==> config.mk <==
export PLATFORM = sky130hd
export DESIGN_NAME = sync_fifo_rd_stream
export DESIGN_NICKNAME = d
export VERILOG_FILES = /design/src/rtl/sync_fifo_rd_stream.sv
export SDC_FILE = /design/constraint.sdc
export NUM_CORES = 1
export LEC_CHECK = 0
export CORE_AREA = 2 2 88 56
export CTS_BUF_LIST = sky130_fd_sc_hd__clkbuf_4 sky130_fd_sc_hd__clkbuf_8
export DETAILED_ROUTE_END_ITERATION = 12
export DIE_AREA = 0 0 90 58
export GPL_ROUTABILITY_DRIVEN = 0
export GPL_TIMING_DRIVEN = 0
export PLACE_DENSITY_LB_ADDON = 0.1
export SLEW_MARGIN = 15
export SYNTH_ARGS = -nofsm -noshare
export SYNTH_HDL_FRONTEND = slang
export SYNTH_SLANG_ARGS = --single-unit
==> constraint.sdc <==
create_clock -name clk_i -period 2.4 [get_ports clk_i]
set_clock_uncertainty 0.2 [all_clocks]
set_input_delay 0.36 -clock clk_i [delete_from_list [all_inputs] [get_ports clk_i]]
set_output_delay 0.36 -clock clk_i [all_outputs]
set_load 0.005 [all_outputs]
io_fan.png
Scale bar: 20 um.
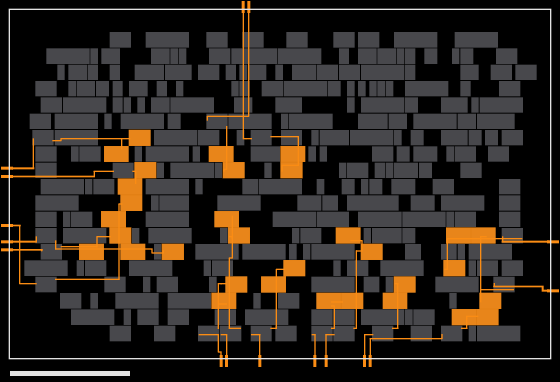
| colour | port | bits | direction | end cells | buffers | wire |
|---|---|---|---|---|---|---|
| orange | rdata_i | 16 | input | 32 | 16 | 372 um |
Buffers on Ports: 55
io pins: 57

clocks.png
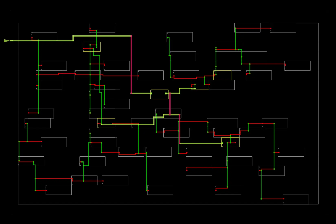
Num CTS Buffers: 5
clk sinks: 50
FF+latch count: 50
clk_lat worst skew: 0.30 ns

wires.png
Only two layers are drawn.
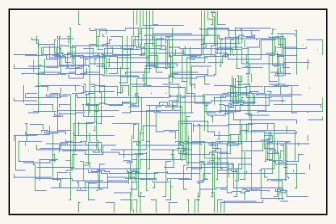
| colour | layer | wire length |
|---|---|---|
| green | metal 2 | 1830 um |
| blue | metal 1 | 2330 um |
drt total wl: 4460 um
gr usage total: 17.4%
wire per inst: 12.9 um
via count: 1687

metal_density.png
18 x 12 tiles, from dark blue (low) to red (high), scaled to the fullest tile. Values are wire area over tile area, all layers added.
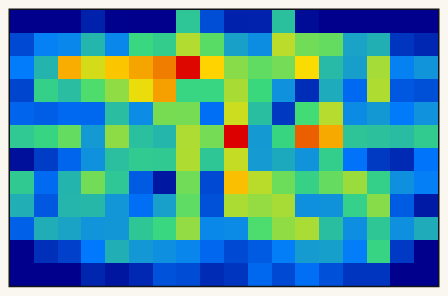
fullest tile: 0.38
emptiest ninth of the die: bottom left
mean over tiles: 0.14
nearly empty tiles: 8.3%
tiles over half the peak: 25%

flops_by_reg.png
Scale bar: 20 um. Other sequential cells in the stronger grey, the rest of the logic in the fainter grey.
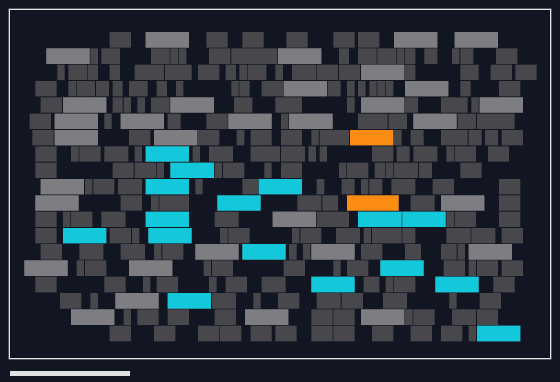
| colour | name in the netlist | sequential cells |
|---|---|---|
| orange | level_o | 2 |
| cyan | skid_q | 16 |
not coloured: 32
sequential cell area: 0.00100 mm^2
sequential cell area share: 34.1%
seq pwr: 849 uW
Util after Layout: 66.7%

==> GITHUB_STEP_SUMMARY <==
## Synthesis and layout report

| Metric | Value |
|---|---|
| Worst reg-to-reg setup slack | ~0.15 ns |
| Floorplan core density | 48.5% |
| Net Sw Frac | 21.6% |
| Slew @ Worst Pin | 0.480 ns |
| Yosys cell count | 217 |
| Vias per cell | 4.89 |
| Mapped Avg Cell Area | 9.88 um^2 |
| Post-synth EDFFs | 0 |
| Grt total ovfl | 0 |
| Final setup violation count | 0 |
| Global-route wire length before repair | between 7000 and 8000 um |
| Hold Fails Final Rpt | 0 |
| Mapped Nets | 240 |
| Die Ht | 58 um |
| CP Launch Type | register |
| Worst-path clk slew | 0.09 ns |
| Placed Instances | 335 |
| Die Span X | 90 um |
| Fin crit period | 2.30 ns |
| Diodes inserted | 0 |
| Crit-path max FO | 10 |
| FMAX | roughly 440 MHz |
| Flops & latches, synth | around 50 |
| Dominant logic cell types in the final layout | clkdlybuf4s50_1, nor2_1, dfxtp_1 |
| Hold Crit Depth | 2 |
| Pwr/cell area | 497 mW/mm^2 |
| PnR Total Power | 1470 uW |
| Hold WC Path Type | input pin to register |
| Synth Cell Area | 0.00214 mm^2 |
| Combinational group share of total power | 9.6% |
| Commonest Layout Cell | clkdlybuf4s50_1 |
| Non-Filler Instances | 345 |
| Drt pass-1 iters | 4 |
| HPWL after detailed placement | ~3200 um |
| Part of the cycle the worst path needs | 95.8% |
| Worst IR drop on VDD | 0.000316 V |
| Final Slew Violations | 0 |
| Pleak | approximately 0.0013 uW |
| Max-Cap Viols | 0 |
| H-tree depth | 2 |
| # fillers | 396 |
| Warning count from the yosys run | 0 |
| Vias in the first global route | 1509 |
| Clock power share | 32.5% |
| Largest net degree at the start of global routing | 14 |
| Crit path kind | register to primary output |
| Initial antenna violation count | 0 |
| Post-DRT Antenna Nets | 0 |
| Critical path data arrival time | 1.74 ns |
| Log Warnings | 27 |
| Layout cells sized above 1 | 11.0% |
| CTS tree | done |
| Crit end category | primary output |
| Post-Synthesis Cells | around 220 |
| Register share of total power | 57.9% |
| Status | complete, no violations |
| Hold slack | 0.260 ns |
| WP data required | between 1.5 and 2 ns |
| CTS max path bufs | 2 |
| Register area share after synthesis | 46.7% |
| Area delta synth->final | 37.5% |
| Rows | 19 |
| Worst Reg-to-Reg Cells | 7 |
| Unique cell types | 31 |
| CTS root buf | clkbuf_8 |
| Core ar. | 0.00442 mm^2 |
| Chip area line of the yosys report | 0.00214 mm^2 |
| Drt drc | 0 |
| Net Sw Power | 317 uW |
| Rel. slew slack | about two thirds |
| Power Internal | 1150 uW |
| Hold_buf cts | 0 |
| Setup_tns | 0 ns |
| DRT iter0 DRCs | between 60 and 70 |
## power groups by stage
stage | Clock [uW] | Sequential [uW] | Combinational (uW)
final | 476 | 849 | 140
after global routing | 528 | 851 | 153
after CTS | 493 | 850 | 141
after detailed placement | 0 | 869 | 140
after global placement | 0 | 869 | 139
after floorplan | 0 | 869 | 63.4
## final cells by class
cell class / count / area [um^2] / area share (%)
buffer: 11 / 78.8 / 2.67
timing repair buffer: 59 / 581 / 19.7
clock buffer: 6 / 82.6 / 2.80
sequential: 50 / 1000 / 34.1
multi-input combinational: 153 / 1110 / 37.7
inverter: 3 / 11.3 / 0.382
tap: 63 / 78.8 / 2.67
## Yosys cell counts, types with 2 or more instances
cell       n  area (um^2)
nand3_1    6         30.0
dfxtp_1   50         1000
mux2_1     9          101
nor3_1     4         20.0
buf_2      2         10.0
buf_6      2         22.5
clkbuf_1   6         22.5
mux2i_1   33          330
nand2_1    5         18.8
nor4_1     3         18.8
ha_1       2         25.0
nor2_1    51          191
nor2b_1    4         25.0
nand4_1    2         12.5
mux2_2     8         90.1
xnor2_1   11         96.3
inv_1      3         11.3
and2_1     2         12.5
a21oi_1    2         10.0
## worst max-delay path, stage by stage (launching register included)
cell	delay [ns]
dfxtp_4	0.38
nand2b_1	0.12
buf_6	0.13
buf_8	0.14
nand2_1	0.07
nor2_1	0.09
clkdlybuf4s50_1	0.51
## through the flow
step	instance area (um^2)	utilization (%)	setup WS (ns)
finish	2950	66.7	0.101
global route	2950	66.7	-0.0221
CTS	2880	65.0	-0.00986
detailed placement	2770	62.7	-0.332
global placement	2770	62.7	-0.283
floorplan	2140	-	0.319
## cells by family (layout without fill, tap and decap cells)
logic type                 after synthesis  after routing  synth area share (%)
and+or+nand+nor                         83             83                  17.5
muxes                                   50             50                  24.3
DFF                                     50             50                  46.7
buffers and inverters                   14             79                  3.44
xor gates and xnor gates                12             12                  4.90
AOI/OAI and AO/OA                        6              6                  1.93
adders and majority gates                2              2                  1.17
## metal layers
layer,wire length (um),vias to the layer above,GRT usage (%)
li1,-,859,-
met1,2330,775,25.3
met2,1830,47,24.6
met3,271,6,6.24
met4,30,0,4.62
met5,0,-,0
## timing repair
action	CTS	global route
gates resized	6	8
buffers inserted	0	4
setup endpoints to repair	2	7
Power is estimated from default activity; no workload was simulated.
